## config.mk

```make
export PLATFORM = sky130hd
export DESIGN_NAME = vote_tally_flat
export DESIGN_NICKNAME = d
export VERILOG_FILES = /design/src/rtl/vote_tally_pkg.sv /design/src/rtl/vote_tally_if.sv /design/src/rtl/vote_tally_sat_counter.sv /design/src/rtl/vote_tally.sv /design/src/flat_wrapper.sv
export SDC_FILE = /design/constraint.sdc
export NUM_CORES = 1
export LEC_CHECK = 0
export CORE_UTILIZATION = 55
export CTS_BUF_LIST = sky130_fd_sc_hd__clkbuf_8
export DETAILED_ROUTE_END_ITERATION = 6
export PLACE_DENSITY = 0.82
export SLEW_MARGIN = 20
export SYNTH_ARGS = -nofsm -noshare
export SYNTH_HDL_FRONTEND = slang
export SYNTH_HIERARCHICAL = 1
export SYNTH_SLANG_ARGS = --single-unit
```

## constraint.sdc

```tcl
create_clock -name clock -period 3 [get_ports clock]
set_clock_uncertainty 0.1 [all_clocks]
set_input_delay 0.6 -clock clock [delete_from_list [all_inputs] [get_ports clock]]
set_output_delay 0.6 -clock clock [all_outputs]
set_load 0.05 [all_outputs]
```

## src/rtl/vote_tally_pkg.sv

```systemverilog
// Shared types and defaults for the ballot-entry / tally stage.
package vote_tally_pkg;

    typedef enum logic [2:0] {
        ST_IDLE   = 3'd0,
        ST_D1     = 3'd1,
        ST_D2     = 3'd2,
        ST_REVIEW = 3'd3,
        ST_CLOSED = 3'd4
    } state_t;

    localparam logic [7:0] CODE_C1_DEF   = 8'h13;
    localparam logic [7:0] CODE_C2_DEF   = 8'h22;
    localparam int         MAX_VOTES_DEF = 255;
    localparam int         TIMEOUT_DEF   = 1000;

    localparam logic [3:0] BLANK_NIBBLE = 4'hF;
    localparam logic [7:0] ENTRY_BLANK  = {BLANK_NIBBLE, BLANK_NIBBLE};

    // Keypad codes 10..15 are not real digits.
    function automatic logic digit_ok(input logic [3:0] d);
        return d <= 4'd9;
    endfunction

endpackage

```

## src/rtl/vote_tally_if.sv

```systemverilog
// Keypad/session inputs and tally/display outputs of the vote tally stage.
interface vote_tally_if;

    logic       open_session;
    logic       close_session;
    logic       digit_valid;
    logic [3:0] digit;
    logic       confirm;
    logic       cancel;

    logic [7:0] c1;
    logic [7:0] c2;
    logic [7:0] nulo;
    logic       start;
    logic       finish;
    logic       vote_ack;
    logic [7:0] entry;
    logic [2:0] state;

    modport master (
        output open_session, close_session, digit_valid, digit, confirm, cancel,
        input  c1, c2, nulo, start, finish, vote_ack, entry, state
    );

    modport slave (
        input  open_session, close_session, digit_valid, digit, confirm, cancel,
        output c1, c2, nulo, start, finish, vote_ack, entry, state
    );

endinterface

```

## src/rtl/vote_tally_sat_counter.sv

```systemverilog
// 8-bit vote counter with synchronous clear and saturation at MAX.
module vote_tally_sat_counter #(
    parameter int MAX = 255
) (
    input  logic       clock,
    input  logic       reset_n,
    input  logic       clr,
    input  logic       inc,
    output logic [7:0] cnt
);

    localparam logic [7:0] MAX_V = 8'(MAX);

    always_ff @(posedge clock or negedge reset_n) begin
        if (!reset_n) begin
            cnt <= 8'd0;
        end else if (clr) begin
            cnt <= 8'd0;
        end else if (inc && (cnt != MAX_V)) begin
            cnt <= cnt + 8'd1;
        end
    end

endmodule

```

## src/rtl/vote_tally.sv

```systemverilog
// Ballot entry FSM and tally for two candidates plus invalid (nulo) votes.
//   state   | meaning
//   IDLE    | after reset, waiting for a session to open
//   D1      | waiting for first digit
//   D2      | first digit held, waiting for second
//   REVIEW  | full code shown, waiting for confirm/cancel
//   CLOSED  | session over, counts frozen, display in results mode
module vote_tally
    import vote_tally_pkg::*;
#(
    parameter logic [7:0] CODE_C1   = CODE_C1_DEF,
    parameter logic [7:0] CODE_C2   = CODE_C2_DEF,
    parameter int         MAX_VOTES = MAX_VOTES_DEF,
    parameter int         TIMEOUT   = TIMEOUT_DEF
) (
    input  logic         clock,
    input  logic         reset_n,
    vote_tally_if.slave  bus
);

    localparam int                TMR_W    = (TIMEOUT > 1) ? $clog2(TIMEOUT) : 1;
    localparam logic [TMR_W-1:0]  TMR_LOAD = TMR_W'(TIMEOUT - 1);

    state_t           st;
    logic             open_q;
    logic             close_q;
    logic [7:0]       entry_r;
    logic [TMR_W-1:0] tmr;
    logic             start_r;
    logic             finish_r;
    logic             ack_r;

    logic open_rise;
    logic close_rise;
    logic digit_acc;
    logic commit;
    logic clr_cnt;
    logic inc_c1;
    logic inc_c2;
    logic inc_nulo;

    assign open_rise  = bus.open_session  & ~open_q;
    assign close_rise = bus.close_session & ~close_q;
    assign digit_acc  = bus.digit_valid & digit_ok(bus.digit);

    // Counters act in the same cycle the FSM takes the confirm branch.
    assign commit   = (st == ST_REVIEW) && !close_rise && !bus.cancel && bus.confirm;
    assign clr_cnt  = open_rise && ((st == ST_IDLE) || (st == ST_CLOSED));
    assign inc_c1   = commit && (entry_r == CODE_C1);
    assign inc_c2   = commit && (entry_r == CODE_C2);
    assign inc_nulo = commit && (entry_r != CODE_C1) && (entry_r != CODE_C2);

    always_ff @(posedge clock or negedge reset_n) begin
        if (!reset_n) begin
            st       <= ST_IDLE;
            open_q   <= 1'b0;
            close_q  <= 1'b0;
            entry_r  <= ENTRY_BLANK;
            tmr      <= '0;
            start_r  <= 1'b0;
            finish_r <= 1'b0;
            ack_r    <= 1'b0;
        end else begin
            open_q  <= bus.open_session;
            close_q <= bus.close_session;
            start_r <= 1'b0;
            ack_r   <= 1'b0;
            case (st)
                ST_IDLE, ST_CLOSED: begin
                    if (open_rise) begin
                        st       <= ST_D1;
                        start_r  <= 1'b1;
                        finish_r <= 1'b0;
                        entry_r  <= ENTRY_BLANK;
                    end
                end
                ST_D1: begin
                    if (close_rise) begin
                        st       <= ST_CLOSED;
                        finish_r <= 1'b1;
                        entry_r  <= ENTRY_BLANK;
                    end else if (!bus.cancel && !bus.confirm && digit_acc) begin
                        st      <= ST_D2;
                        entry_r <= {bus.digit, BLANK_NIBBLE};
                        tmr     <= TMR_LOAD;
                    end
                end
                ST_D2: begin
                    if (close_rise) begin
                        st       <= ST_CLOSED;
                        finish_r <= 1'b1;
                        entry_r  <= ENTRY_BLANK;
                    end else if (bus.cancel) begin
                        st      <= ST_D1;
                        entry_r <= ENTRY_BLANK;
                    end else if (!bus.confirm && digit_acc) begin
                        st      <= ST_REVIEW;
                        entry_r <= {entry_r[7:4], bus.digit};
                        tmr     <= TMR_LOAD;
                    end else if (tmr == '0) begin
                        st      <= ST_D1;
                        entry_r <= ENTRY_BLANK;
                    end else begin
                        tmr <= tmr - TMR_W'(1);
                    end
                end
                ST_REVIEW: begin
                    if (close_rise) begin
                        st       <= ST_CLOSED;
                        finish_r <= 1'b1;
                        entry_r  <= ENTRY_BLANK;
                    end else if (bus.cancel) begin
                        st      <= ST_D1;
                        entry_r <= ENTRY_BLANK;
                    end else if (bus.confirm) begin
                        st      <= ST_D1;
                        entry_r <= ENTRY_BLANK;
                        ack_r   <= 1'b1;
                    end else if (tmr == '0) begin
                        st      <= ST_D1;
                        entry_r <= ENTRY_BLANK;
                    end else begin
                        tmr <= tmr - TMR_W'(1);
                    end
                end
                default: begin
                    st       <= ST_IDLE;
                    finish_r <= 1'b0;
                    entry_r  <= ENTRY_BLANK;
                end
            endcase
        end
    end

    vote_tally_sat_counter #(.MAX(MAX_VOTES)) u_cnt_c1 (
        .clock   (clock),
        .reset_n (reset_n),
        .clr     (clr_cnt),
        .inc     (inc_c1),
        .cnt     (bus.c1)
    );

    vote_tally_sat_counter #(.MAX(MAX_VOTES)) u_cnt_c2 (
        .clock   (clock),
        .reset_n (reset_n),
        .clr     (clr_cnt),
        .inc     (inc_c2),
        .cnt     (bus.c2)
    );

    vote_tally_sat_counter #(.MAX(MAX_VOTES)) u_cnt_nulo (
        .clock   (clock),
        .reset_n (reset_n),
        .clr     (clr_cnt),
        .inc     (inc_nulo),
        .cnt     (bus.nulo)
    );

    assign bus.state    = st;
    assign bus.entry    = entry_r;
    assign bus.start    = start_r;
    assign bus.finish   = finish_r;
    assign bus.vote_ack = ack_r;

endmodule
```

## src/flat_wrapper.sv

```systemverilog
// flat-port wrapper written by rule: the top's interface ports become plain ports
module vote_tally_flat import vote_tally_pkg::*;
#(
    parameter logic [7:0] CODE_C1   = CODE_C1_DEF,
    parameter logic [7:0] CODE_C2   = CODE_C2_DEF,
    parameter int         MAX_VOTES = MAX_VOTES_DEF,
    parameter int         TIMEOUT   = TIMEOUT_DEF
)
  (clock, reset_n, bus_open_session, bus_close_session, bus_digit_valid, bus_digit, bus_confirm, bus_cancel, bus_c1, bus_c2, bus_nulo, bus_start, bus_finish, bus_vote_ack, bus_entry, bus_state);
  vote_tally_if bus_i ();
  input  logic clock;
  input  logic reset_n;
  input wire logic [$bits(bus_i.open_session)-1:0] bus_open_session;
  input wire logic [$bits(bus_i.close_session)-1:0] bus_close_session;
  input wire logic [$bits(bus_i.digit_valid)-1:0] bus_digit_valid;
  input wire logic [$bits(bus_i.digit)-1:0] bus_digit;
  input wire logic [$bits(bus_i.confirm)-1:0] bus_confirm;
  input wire logic [$bits(bus_i.cancel)-1:0] bus_cancel;
  output wire logic [$bits(bus_i.c1)-1:0] bus_c1;
  output wire logic [$bits(bus_i.c2)-1:0] bus_c2;
  output wire logic [$bits(bus_i.nulo)-1:0] bus_nulo;
  output wire logic [$bits(bus_i.start)-1:0] bus_start;
  output wire logic [$bits(bus_i.finish)-1:0] bus_finish;
  output wire logic [$bits(bus_i.vote_ack)-1:0] bus_vote_ack;
  output wire logic [$bits(bus_i.entry)-1:0] bus_entry;
  output wire logic [$bits(bus_i.state)-1:0] bus_state;
  assign bus_i.open_session = bus_open_session;
  assign bus_i.close_session = bus_close_session;
  assign bus_i.digit_valid = bus_digit_valid;
  assign bus_i.digit = bus_digit;
  assign bus_i.confirm = bus_confirm;
  assign bus_i.cancel = bus_cancel;
  assign bus_c1 = bus_i.c1;
  assign bus_c2 = bus_i.c2;
  assign bus_nulo = bus_i.nulo;
  assign bus_start = bus_i.start;
  assign bus_finish = bus_i.finish;
  assign bus_vote_ack = bus_i.vote_ack;
  assign bus_entry = bus_i.entry;
  assign bus_state = bus_i.state;
  vote_tally #(.CODE_C1(CODE_C1), .CODE_C2(CODE_C2), .MAX_VOTES(MAX_VOTES), .TIMEOUT(TIMEOUT)) u_core (.clock(clock), .reset_n(reset_n), .bus(bus_i));
endmodule
```

==> impl_metrics.csv, run 1 <==
group,metric,value,unit
global_routing,initial_antenna_violation_count,0,
min_path,timing.hold.worst.class,"primary input to asynchronous set/reset pin",
yosys,synth.yosys.seq_area_share,43.0,%
finish,mi_logic_area,1570,um2
yosys,synth-simple-area-share,26.2,%
yosys,synth_top_cell_by_area,"dfrtp_1",
finish,lay_top_cells,"clkdlybuf4s50_1, dfrtp_1, nand2_1, a21oi_1, buf_4",
yosys,edf_count,0,
pwr,sequential_power,0.885,mW
yosys,syn-instance-count,316,
finish,layoutNonFillerInstCount,450,
final_timing,period_used_share,88.4,%
final_timing,setup_viol,0,
pwr,power_per_cell_area,624,nW/um2
clock_network,cts_tree,"built",
finish,biggestCellCategory,"multi-input combinational cells",
clock_network,clk_transition_reported_paths,90,ps
clock_network,clock.latency.late_pin,300,ps
die,floorplan.die_area,5630,um2
drt,ant_nets,0,
yosys,synthesis.area_per_instance,9.29,um2
worst_setup_path,worstPathBufferInverterCount,3,
pwr,total_switching_power,0.922,mW
pwr,power_share_of_the_sequential_group,38.4,%
worst_setup_path,worst_ep_arrival_time,2780,ps
worst_setup_path,critical-path-top-cell-by-count,"buf_4",
final_timing,clock.fmax,377,MHz
worst_setup_path,data_required_time_at_the_worst_endpoint,3130,ps
pwr,clockNetworkPower,0.456,mW
die,tapCellCount,70,
clock_network,number_of_buffers_inserted_during_clock_tree_synthesis,5,
global_routing,remaining_global_route_overflow,0,
yosys,post_synth_mux_area_share,2.94,%
worst_setup_path,crit_path_max_fanout,3,
die,floorplan.core_area,5110,um2
yosys,dominant_synthesized_flop_cell,"dfrtp_1",
yosys,top_cell_area_share,35.8,%
clock_network,clk_root_buffer_cell,"clkbuf_8",
pwr,power.share.clock,19.8,%
final_timing,slew_violations,0,
final_timing,unrepaired_setup_endpoints_after_global_routing,"no",
yosys,yosys-stat-area,2930,um2
finish,share_of_the_final_layout_cell_area_in_sequential_cells,34.2,%
yosys,area_of_the_mapped_netlist,2930,um2
pwr,top_power_group,"combinational logic",
die,i_o_pins,49,
yosys,ys_warns,6,
finish,fillers,427,
finish,clkCellAreaFrac,2.88,%
worst_setup_path,critPathLaunchType,"primary input",
pwr,power.combinational.fraction,41.8,%
finish,lay_top_count,"clkdlybuf4s50_1",
final_timing,relSlewSlack,49.7,%
die,die_width,75.0,um
finish,syn_to_final_growth,25.8,%
worst_setup_path,max_stage_delay,480,ps
drt,drt_pre_antenna_iters,4,
finish,multiInputCombCellCount,242,
finish,signal_buffer_area_fraction,16.8,%
yosys,area_leaders,"dfrtp_1, dfstp_2, a21oi_1",
worst_setup_path,cp_slowest_cell,"or4_1",
run,drv.max_cap_violation_count,0,
pwr,sw_frac_of_total,40.0,%
pwr,max_rail_drop_vdd,571,uV
finish,nets,394,
yosys,synth.cellmix.compoundShare,22.6,%
global_routing,grt_max_degree,45,
clock_network,clock-sinks,50,
die,row_count,26,
global_routing,globalRoute.busiestLayer,"met2",
worst_setup_path,crit_chain,"clkdlybuf4s50_1 > nor2b_1 > nor4_1 > buf_4 > a21boi_0 > buf_4 > nand4_1 > or4_1 > a21oi_1",
yosys,syn_nets,331,
clock_network,cts-resized-gates,0,
final_timing,worst-slew-pin-transition,749,ps
global_routing,groute.layer.met3.usage,4.15,%
worst_setup_path,cp_top_family,"simple AND/OR/NAND/NOR gates",
finish,area.share.combinational,42.4,%
yosys,yosys-stat-cells,316,
yosys,ys_async_sr_fraction,100,%
final_timing,fin_crit,2650,ps
place,placedCellCount,442,
place,buffer_ports.inserted,48,
pwr,internal_power,1.38,mW
clock_network,ctsHoldBuffers,0,
worst_setup_path,timing.critical_path.to_type,"register",
drt,vias_per_cell,6.16,
run,log.warning_count,26,
global_routing,grt_pass1_vias,2416,
die,chipHeight,75.0,um
finish,drive_above_1_share,14.2,%
pwr,p_comb,0.964,mW
place,detailedPlacementHpwl,4.98,mm
drt,drcViolationCount,0,
outcome,run_status,"finished clean",
finish,clock_buffers,5,
place,gp_congestion,0.878,
finish,num_antenna_cells,0,
clock_network,max-clock-path-buffers,2,
final_timing,setup_tns,0,ps
die,fp_util,57.4,%
yosys,synthAdderAreaFrac,1.71,%
yosys,synth_cell_types,61,
clock_network,htreeDepth,2,
finish,logic_inverters,13,
finish,ff_count,50,
yosys,post_synth_main_logic_family,"simple AND/OR/NAND/NOR gates",
worst_setup_path,crit_type,"primary input to register",
yosys,synth-xor-area-share,0,%
drt,drt_iter0_drc,171,
yosys,synth_flops,50,
final_timing,final-hold-violation-count,0,
pwr,power.leakage,1.51,nW
global_routing,wire_length_of_the_first_global_routing_pass,11.3,mm
finish,buffers,67,
clock_network,postCtsSetupRepairBufs,0,
finish,final-seq-area,1260,um2
## run 1: path summary, 6_finish.rpt
check                                         start                  endpoint  slack [ps]  cells past startpoint
max in group asynchronous                   reset_n       u_core/bus.entry[0]        2030                      2
worst min register to register  u_core/bus.entry[2]       u_core/bus.entry[2]         380                      2
worst max-delay path              bus_close_session  u_core/u_cnt_nulo/cnt[7]         350                      9
min in group clock              u_core/bus.entry[2]       u_core/bus.entry[2]         380                      2
worst min-delay path                        reset_n    u_core/u_cnt_c1/cnt[5]         180                      1
worst max register to register  u_core/bus.state[2]  u_core/u_cnt_nulo/cnt[7]         470                      8
## run 1: registers in the layout (all words and copies together) (netlist names)
register               flops
u_core/tmr                10
u_core/bus.entry           8
u_core/u_cnt_c1/cnt        8
u_core/u_cnt_c2/cnt        8
u_core/u_cnt_nulo/cnt      8
u_core/bus.state           3
u_core/bus.finish          1
u_core/bus.start           1
u_core/bus.vote_ack        1
u_core/close_q             1
u_core/open_q              1
## run 1: routing by layer
layer / vias to the layer above / routed length (um)
met4: 0 / 44
li1: 1316 / -
met2: 104 / 3370
met3: 6 / 393
met1: 1348 / 3190
met5: - / 0
## run 1: synthesized netlist by cell type (all sizes together), types with 6 or more instances
cell type and instances:
nand4 6, nor2 19, a21boi 6, o31ai 7
and4 6, nand3 8, nor2b 11, dfrtp 42
nor3 17, nand2 25, inv 13, o21ai 19
buf 6, a21oi 25, a31oi 10, dfstp 8
or3 7, nand2b 12
## run 1: per-stage QoR
stage	power, mW	worst slack (ps)	hold slack [ps]	utilization (%)	cell area (um2)
floorplan	1.57	250	204	-	2930
global placement	1.82	142	374	70.1	3580
detailed placement	1.85	51.2	377	70.1	3580
CTS	2.32	365	390	72.2	3690
global route	2.44	276	227	72.3	3690
finish	2.30	348	183	72.3	3690
Fig. 1: run 1, signal wires on met1
Bar = 20 um. Supply wires on this layer in gray.
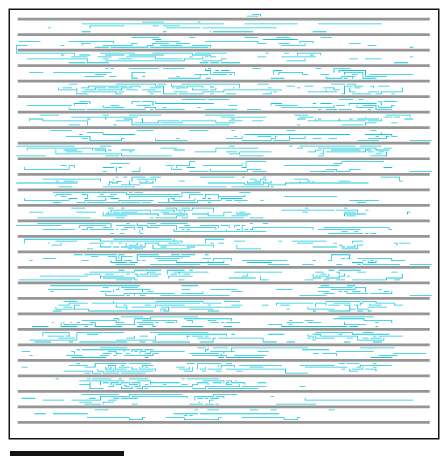
share of all routed wire: 46%
wire length on this layer: 3190 um
longest straight run: 24.8 um
total routed wirelength: 6.99 mm
met1 layer usage reported by global route: 36.9%
vias post-DR: 2774

Fig. 2: run 1, the metal 2 layer
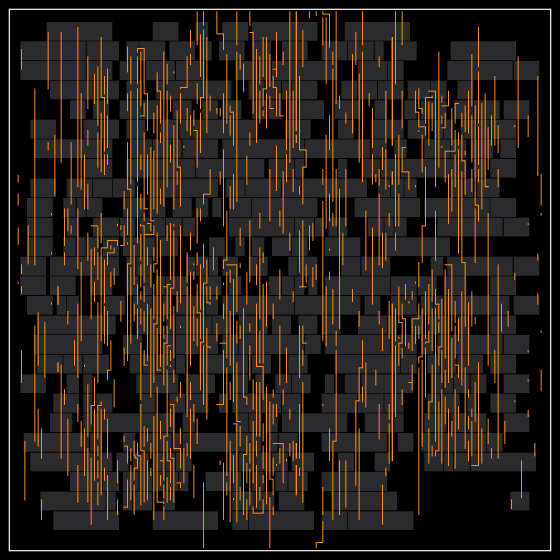
wire length on this layer: 3370 um
share of all routed wire: 48%
main direction: vertical
longest straight run: 26.9 um
grt met2 use: 43.9%

Fig. 3: run 1, the metal 3 layer
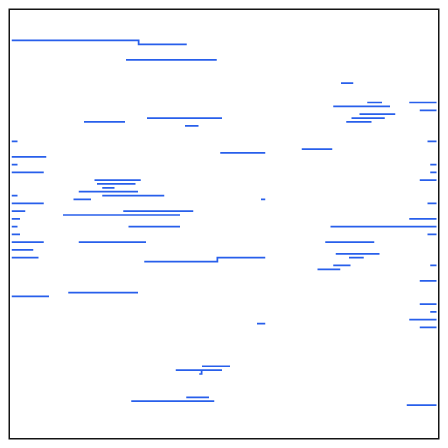
share of all routed wire: 5.6%
nets with wire on the layer: 59

Fig. 4: run 1, signal metal coverage by tile
15 x 15 tiles, from dark blue (low) to red (high), scaled to the fullest tile. Values are wire area over tile area, all layers added.
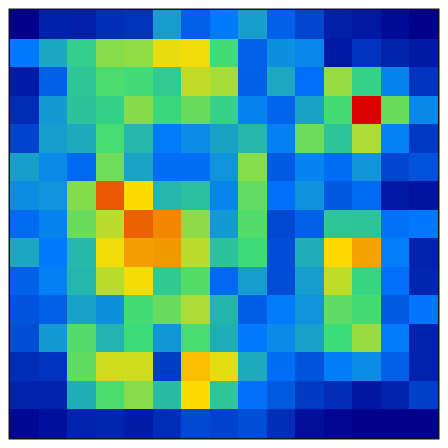
tiles over half the peak: 25%
mean over tiles: 0.20
fullest tile: 0.58
overall track demand over capacity in global routing: 26.4%
post-DR wirelength/cell: 15.5 um

## Run 2: what changed since run 1
Settings changed: CORE_MARGIN set to 2.
==> run 2 against run 1 <==
Net effect:
- die size grew 5.4%
- hold slack lost 2.7 ps
- sequential power shrank 2%
- critical path type unchanged
==> impl_metrics.csv, run 2 <==
group,metric,value,unit
place,gp_congestion,0.903,
clock_network,postCtsSetupRepairBufs,0,
yosys,synth_cell_types,61,
worst_setup_path,cp_top_family,"buffers and inverters",
global_routing,wire_length_of_the_first_global_routing_pass,12.4,mm
finish,ff_count,50,
finish,buffers,68,
place,buffer_ports.inserted,48,
finish,lay_top_count,"clkdlybuf4s50_1",
pwr,internal_power,1.40,mW
final_timing,clock.fmax,384,MHz
run,log.warning_count,26,
finish,syn_to_final_growth,26.3,%
worst_setup_path,worstPathBufferInverterCount,4,
yosys,syn-instance-count,316,
yosys,synth.yosys.seq_area_share,43.0,%
die,die_width,77.0,um
clock_network,ctsHoldBuffers,0,
clock_network,clock.latency.late_pin,310,ps
worst_setup_path,crit_type,"primary input to register",
yosys,yosys-stat-cells,316,
finish,largest_register_ffs,10,
pwr,power_per_cell_area,634,nW/um2
clock_network,clk_root_buffer_cell,"clkbuf_8",
worst_setup_path,crit_chain,"clkdlybuf4s50_1 > nor2b_1 > nor4_1 > buf_4 > a21boi_0 > buf_4 > buf_4 > and3_1 > a21oi_1 > a311oi_1",
yosys,ys_async_sr_fraction,100,%
finish,final-seq-area,1260,um2
clock_network,clock-sinks,50,
worst_setup_path,cp_slowest_cell,"clkdlybuf4s50_1",
worst_setup_path,reg2reg_slack,510,ps
yosys,synthAdderAreaFrac,1.71,%
finish,nets,395,
yosys,area_leaders,"dfrtp_1, dfstp_2, a21oi_1",
die,row_count,26,
final_timing,setup_viol,0,
finish,clock_buffers,5,
min_path,timing.hold.worst.class,"primary input to asynchronous set/reset pin",
finish,share_of_the_final_layout_cell_area_in_sequential_cells,34.0,%
worst_setup_path,crit_path_max_fanout,5,
final_timing,unrepaired_setup_endpoints_after_global_routing,"no",
place,place_area,3590,um2
yosys,post_synth_main_logic_family,"simple AND/OR/NAND/NOR gates",
clock_network,clk_transition_reported_paths,90,ps
worst_setup_path,timing.critical_path.to_type,"register",
global_routing,initial_antenna_violation_count,0,
drt,vias_per_cell,6.09,
drt,drt_iter0_drc,175,
finish,signal_buffer_area_fraction,17.0,%
clock_network,cts-resized-gates,0,
final_timing,setup_tns,0,ps
pwr,power.share.clock,20.5,%
pwr,max_rail_drop_vdd,404,uV
finish,multiInputCombCellCount,242,
finish,finish.instance_area,3700,um2
drt,detail_route.wirelength.met1,3.25,mm
yosys,common_cells,"dfrtp_1, a21oi_1, nand2_1",
drt,met3WireLength,344,um
die,i_o_pins,49,
yosys,top_cell_area_share,35.8,%
drt,drcViolationCount,0,
yosys,ys_warns,6,
yosys,synth_top_cell_by_area,"dfrtp_1",
run,drv.max_cap_violation_count,0,
clock_network,max-clock-path-buffers,2,
worst_setup_path,critPathLaunchType,"primary input",
place,detailedPlacementHpwl,5.25,mm
clock_network,htreeDepth,2,
worst_setup_path,worst_ep_arrival_time,2720,ps
drt,highest-signal-layer,"met4",
pwr,power.leakage,1.52,nW
finish,num_antenna_cells,0,
finish,layoutNonFillerInstCount,451,
pwr,power.combinational.fraction,42.4,%
finish,lay_top_cells,"clkdlybuf4s50_1, dfrtp_1, nand2_1, a21oi_1, buf_4",
finish,clkCellAreaFrac,3.04,%
finish,biggestCellCategory,"multi-input combinational cells",
pwr,sw_frac_of_total,40.5,%
yosys,yosys-stat-area,2930,um2
finish,fillers,409,
yosys,synth_flops,50,
die,fp_util,57.1,%
pwr,power_share_of_the_sequential_group,37.1,%
global_routing,remaining_global_route_overflow,0,
worst_setup_path,max_stage_delay,410,ps
place,placedCellCount,443,
die,chipHeight,77.0,um
finish,mi_logic_area,1570,um2
yosys,synthesis.area_per_instance,9.29,um2
yosys,synth.most_common_cell,"dfrtp_1",
yosys,synth-simple-area-share,26.2,%
clock_network,cts_tree,"built",
drt,ant_nets,0,
final_timing,fin_crit,2600,ps
yosys,edf_count,0,
finish,logic_inverters,13,
yosys,area_of_the_mapped_netlist,2930,um2
yosys,dominant_synthesized_flop_cell,"dfrtp_1",
finish,drive_above_1_share,15.0,%
die,floorplan.core_area,5140,um2
yosys,post_synth_mux_area_share,2.94,%
drt,drt_pre_antenna_iters,4,
clock_network,number_of_buffers_inserted_during_clock_tree_synthesis,5,
die,tapCellCount,70,
final_timing,final-hold-violation-count,0,
worst_setup_path,critical-path-top-cell-by-count,"buf_4",
global_routing,grt_max_degree,46,
finish,area.share.combinational,42.3,%
yosys,synth.cellmix.compoundShare,22.6,%
outcome,run_status,"finished clean",
yosys,syn_nets,331,
finish,top_register,"u_core/tmr",
final_timing,whs,180,ps
drt,met2_wl_post_dr,3.62,mm
final_timing,relSlewSlack,57.3,%
global_routing,grt_pass1_vias,2608,
worst_setup_path,data_required_time_at_the_worst_endpoint,3110,ps
die,floorplan.die_area,5940,um2
yosys,synth-xor-area-share,0,%
final_timing,period_used_share,86.7,%
final_timing,worst-slew-pin-transition,635,ps
pwr,total_switching_power,0.951,mW
final_timing,slew_violations,0,
run 2: cell types whose count changed in the layout (fill, tap and decap cells not counted):
cell,before,now
buf_4,20,21
clkinv_2,0,1
inv_1,15,13
inv_6,0,1
run 2: worst reg2reg max path: cells and delay by family, from the launching register on:
family,cells,cell delay [ps]
AOI/OAI and AO/OA,3,620
buffers and inverters,3,440
DFF,1,390
and+or+nand+nor,3,850
run 2: final timing paths:
kind / start / to / cells past startpoint
worst max-delay path: bus_close_session / u_core/u_cnt_nulo/cnt[4] / 10
worst min-delay path: reset_n / u_core/u_cnt_c2/cnt[5] / 1
worst max register to register: u_core/bus.state[2] / u_core/u_cnt_nulo/cnt[4] / 9
worst min register to register: u_core/bus.entry[7] / u_core/bus.entry[7] / 2
max in group asynchronous: reset_n / u_core/bus.entry[0] / 2
min in group clock: u_core/bus.entry[7] / u_core/bus.entry[7] / 2
run 2: power groups by stage:
stage,Combinational (mW),Clock [mW],Sequential (mW)
after floorplan,0.492,0,1.08
after global placement,0.960,0,0.879
after detailed placement,0.987,0,0.881
after CTS,0.991,0.493,0.871
after global routing,1.07,0.524,0.884
final,0.997,0.482,0.871
run 2: layer usage:
| layer | up-vias | global-route usage [%] |
|---|---|---|
| met4 | 0 | 7.50 |
| met5 | - | 0 |
| met2 | 91 | 45.0 |
| met1 | 1331 | 33.4 |
| li1 | 1316 | - |
| met3 | 8 | 3.53 |
run 2: stage by stage:
stage | total power [mW] | util [%] | setup WS, ps
after floorplan | 1.57 | - | 250
after global placement | 1.84 | 69.8 | 156
after detailed placement | 1.87 | 69.8 | 103
after CTS | 2.36 | 72.0 | 423
after global routing | 2.48 | 72.1 | 268
final | 2.35 | 72.1 | 398
Fig. 5: run 2, track usage over the die
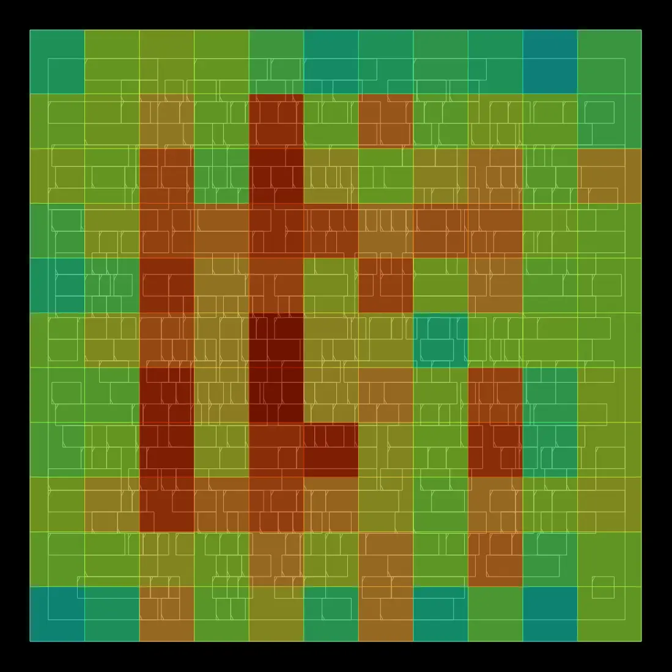
overall track demand over capacity in global routing: 25.7%
post-DR wirelength/cell: 16.2 um

Fig. 6: run 2, the metal 2 layer
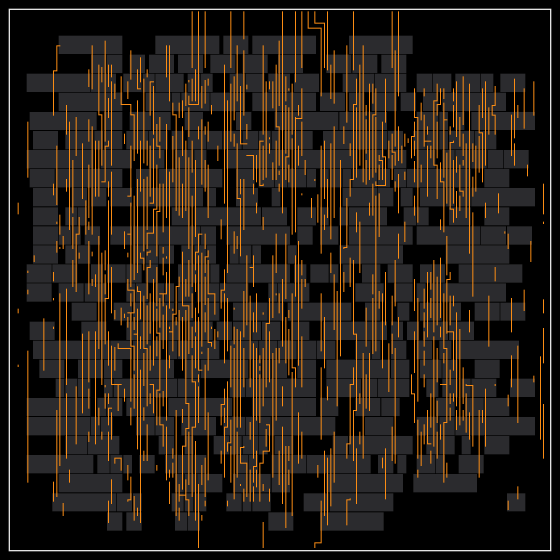
nets with wire on the layer: 343
longest straight run: 28.7 um
share of all routed wire: 50%
main direction: vertical
wire length on this layer: 3620 um
vias post-DR: 2746
grt met2 use: 45.0%
total routed wirelength: 7.30 mm

## Run 3: what changed since run 2
Clock period 3 ns to 2.4 ns, I/O delays scaled along.
==> run 3 against run 2 <==
Net effect:
- die size is the same
- critical endpoint is now u_core/u_cnt_c1/cnt[7]
- setup slack lost 320 ps
- total power grew 24%
- register-to-register slack lost 370 ps
- largest power group unchanged
==> impl_metrics.csv, run 3 <==
group,metric,value,unit
outcome,run_status,"finished clean",
worst_setup_path,data_required_time_at_the_worst_endpoint,2520,ps
clock_network,htreeDepth,2,
global_routing,grt_max_degree,35,
worst_setup_path,reg2reg_slack,140,ps
clock_network,clock.latency.late_pin,310,ps
yosys,ys_async_sr_fraction,100,%
yosys,ys_warns,6,
place,buffer_ports.inserted,48,
yosys,yosys-stat-cells,316,
run,drv.max_cap_violation_count,0,
yosys,synth.most_common_cell,"dfrtp_1",
yosys,area_of_the_mapped_netlist,2930,um2
place,detailedPlacementHpwl,5.29,mm
yosys,synthesis.area_per_instance,9.29,um2
worst_setup_path,timing.reg2reg.worst_path_depth,8,
drt,vias_per_cell,6.04,
yosys,synth_cell_types,61,
finish,finalCoreUtilization,75.2,%
finish,lay_top_count,"clkdlybuf4s50_1",
global_routing,initial_antenna_violation_count,0,
drt,wl_per_cell,15.6,um
final_timing,clock.fmax,431,MHz
finish,nets,409,
run,log.warning_count,26,
clock_network,max-clock-path-buffers,2,
clock_network,ctsHoldBuffers,0,
clock_network,clk_root_buffer_cell,"clkbuf_8",
drt,drt_iter0_drc,138,
finish,drive_above_1_share,21.1,%
yosys,edf_count,0,
final_timing,whs,43.2,ps
final_timing,unrepaired_setup_endpoints_after_global_routing,"no",
yosys,yosys-stat-area,2930,um2
worst_setup_path,timing.critical_path.from,"bus_confirm",
global_routing,wire_length_of_the_first_global_routing_pass,11.9,mm
global_routing,grt_pass1_vias,2551,
yosys,top_cell_area_share,35.8,%
worst_setup_path,setup.worst_path.end,"u_core/u_cnt_c1/cnt[7]",
worst_setup_path,worst_ep_arrival_time,2440,ps
final_timing,fin_crit,2320,ps
clock_network,number_of_buffers_inserted_during_clock_tree_synthesis,5,
die,floorplan.core_area,5140,um2
global_routing,remaining_global_route_overflow,0,
final_timing,period_used_share,96.7,%
min_path,timing.hold.worst.class,"primary input to asynchronous set/reset pin",
worst_setup_path,critPathLaunchType,"primary input",
yosys,syn_nets,331,
die,die_width,77.0,um
clock_network,clk_transition_reported_paths,90,ps
yosys,dominant_synthesized_flop_cell,"dfrtp_1",
finish,syn_to_final_growth,31.8,%
die,floorplan.die_area,5940,um2
pwr,power.leakage,1.58,nW
drt,drcViolationCount,0,
yosys,synth_flops,50,
pwr,max_rail_drop_vdd,704,uV
final_timing,final-hold-violation-count,0,
worst_setup_path,critical_path.reg2reg.startpoint,"u_core/bus.state[1]",
die,row_count,26,
yosys,common_cells,"dfrtp_1, a21oi_1, nand2_1",
worst_setup_path,crit_path_max_fanout,5,
yosys,synth.yosys.seq_area_share,43.0,%
worst_setup_path,timing.critical_path.to_type,"register",
pwr,power_per_cell_area,756,nW/um2
place,placedCellCount,457,
clock_network,clock-sinks,50,
finish,num_antenna_cells,0,
finish,top_register,"u_core/tmr",
finish,fillers,411,
drt,ant_nets,0,
place,gp_congestion,0.878,
yosys,syn-instance-count,316,
die,fp_util,57.1,%
final_timing,relSlewSlack,64.2,%
die,i_o_pins,49,
finish,layoutNonFillerInstCount,464,
drt,drt_pre_antenna_iters,4,
worst_setup_path,crit_type,"primary input to register",
yosys,synth_top_cell_by_area,"dfrtp_1",
final_timing,worst-slew-pin-transition,537,ps
finish,largest_register_ffs,10,
final_timing,slew_violations,0,
worst_setup_path,crit-reg2reg-capture,"u_core/u_cnt_c1/cnt[7]",
die,chipHeight,77.0,um
final_timing,setup_viol,0,
yosys,area_leaders,"dfrtp_1, dfstp_2, a21oi_1",
clock_network,cts_tree,"built",
finish,lay_top_cells,"clkdlybuf4s50_1, dfrtp_1, buf_4",
## run 3: cell counts after synthesis
No cell type changed its count.
## run 3: stage by stage
step	setup TNS (ps)	worst slack [ps]	area, um2	total power [mW]
after global placement	-3520	-261	3730	2.38
after CTS	0	23.6	3820	2.90
after floorplan	0	11.2	2950	1.98
after global routing	0	1.40	3870	3.09
after detailed placement	-5290	-343	3730	2.42
final	0	80.1	3870	2.92
## run 3: area by class of cell
type                            instances  area, um2  area share [%]
Clock buffer                            5       68.8            1.78
Multi-Input combinational cell        242       1630            42.1
Clock inverter                          2       15.0           0.388
Sequential cell                        50       1260            32.7
Inverter                               13       48.8            1.26
Timing Repair Buffer                   82        756            19.5
Tap cell                               70       87.6            2.26
## run 3: what timing repair did
action / in CTS / in global routing
setup endpoints to repair: 2 / 10
gates resized: 0 / 10
pin swaps: 1 / 2
buffers inserted: 0 / 0
## run 3: cell families (layout without fill, tap and decap cells)
group	after synthesis	after routing	share of synthesized area (%)
AOI/OAI and AO/OA	96	96	22.6
adders and majority gates	4	4	1.71
buffers and inverters	24	102	3.63
DFF	50	50	43.0
muxes	8	8	2.94
and+or+nand+nor	134	134	26.2
## run 3: power by group
group	leakage (nW)	internal (mW)	switching, mW
sequential	0.622	0.987	0.126
combinational	0.924	0.524	0.806
clock	0.0362	0.199	0.282
total	1.58	1.71	1.21
## run 3: per-layer routing
layer / routed length (um) / vias up / track usage, %
li1: - / 1346 / -
met1: 3210 / 1356 / 32.7
met2: 3570 / 91 / 42.5
met3: 349 / 9 / 3.18
met4: 88 / 0 / 8.39
met5: 0 / - / 0
## run 3: worst max-delay path, stage by stage
cell             delay (ps)
clkdlybuf4s50_1         500
nand2_2                 100
nor4_4                  270
nand2_2                 120
nor2_2                  150
buf_4                   140
nand3_1                 100
or3_1                   340
a211oi_2                230
Fig. 7: run 3, signal metal coverage by tile
15 x 15 tiles, from dark blue (low) to red (high), scaled to the fullest tile. Values are wire area over tile area, all layers added.
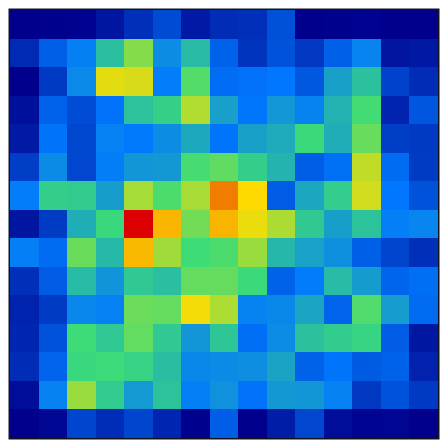
densest ninth of the die: center
mean over tiles: 0.19
tiles over half the peak: 17%
nearly empty tiles: 7.1%
vias post-DR: 2802
overall track demand over capacity in global routing: 24.8%
total routed wirelength: 7.22 mm

Fig. 8: run 3, signal wires on met1
Bar = 20 um. Supply wires on this layer in gray.
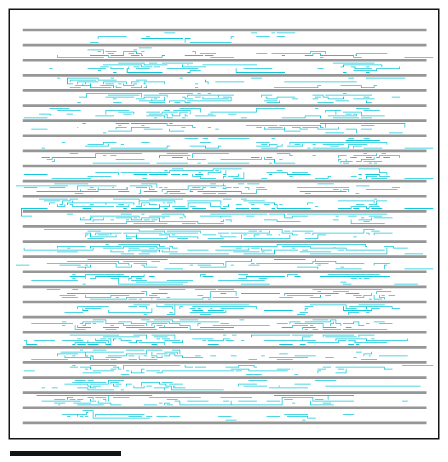
longest straight run: 23.0 um
nets with wire on the layer: 370
main direction: horizontal

Power figures rest on the tool's default switching activity, not on a simulated workload.
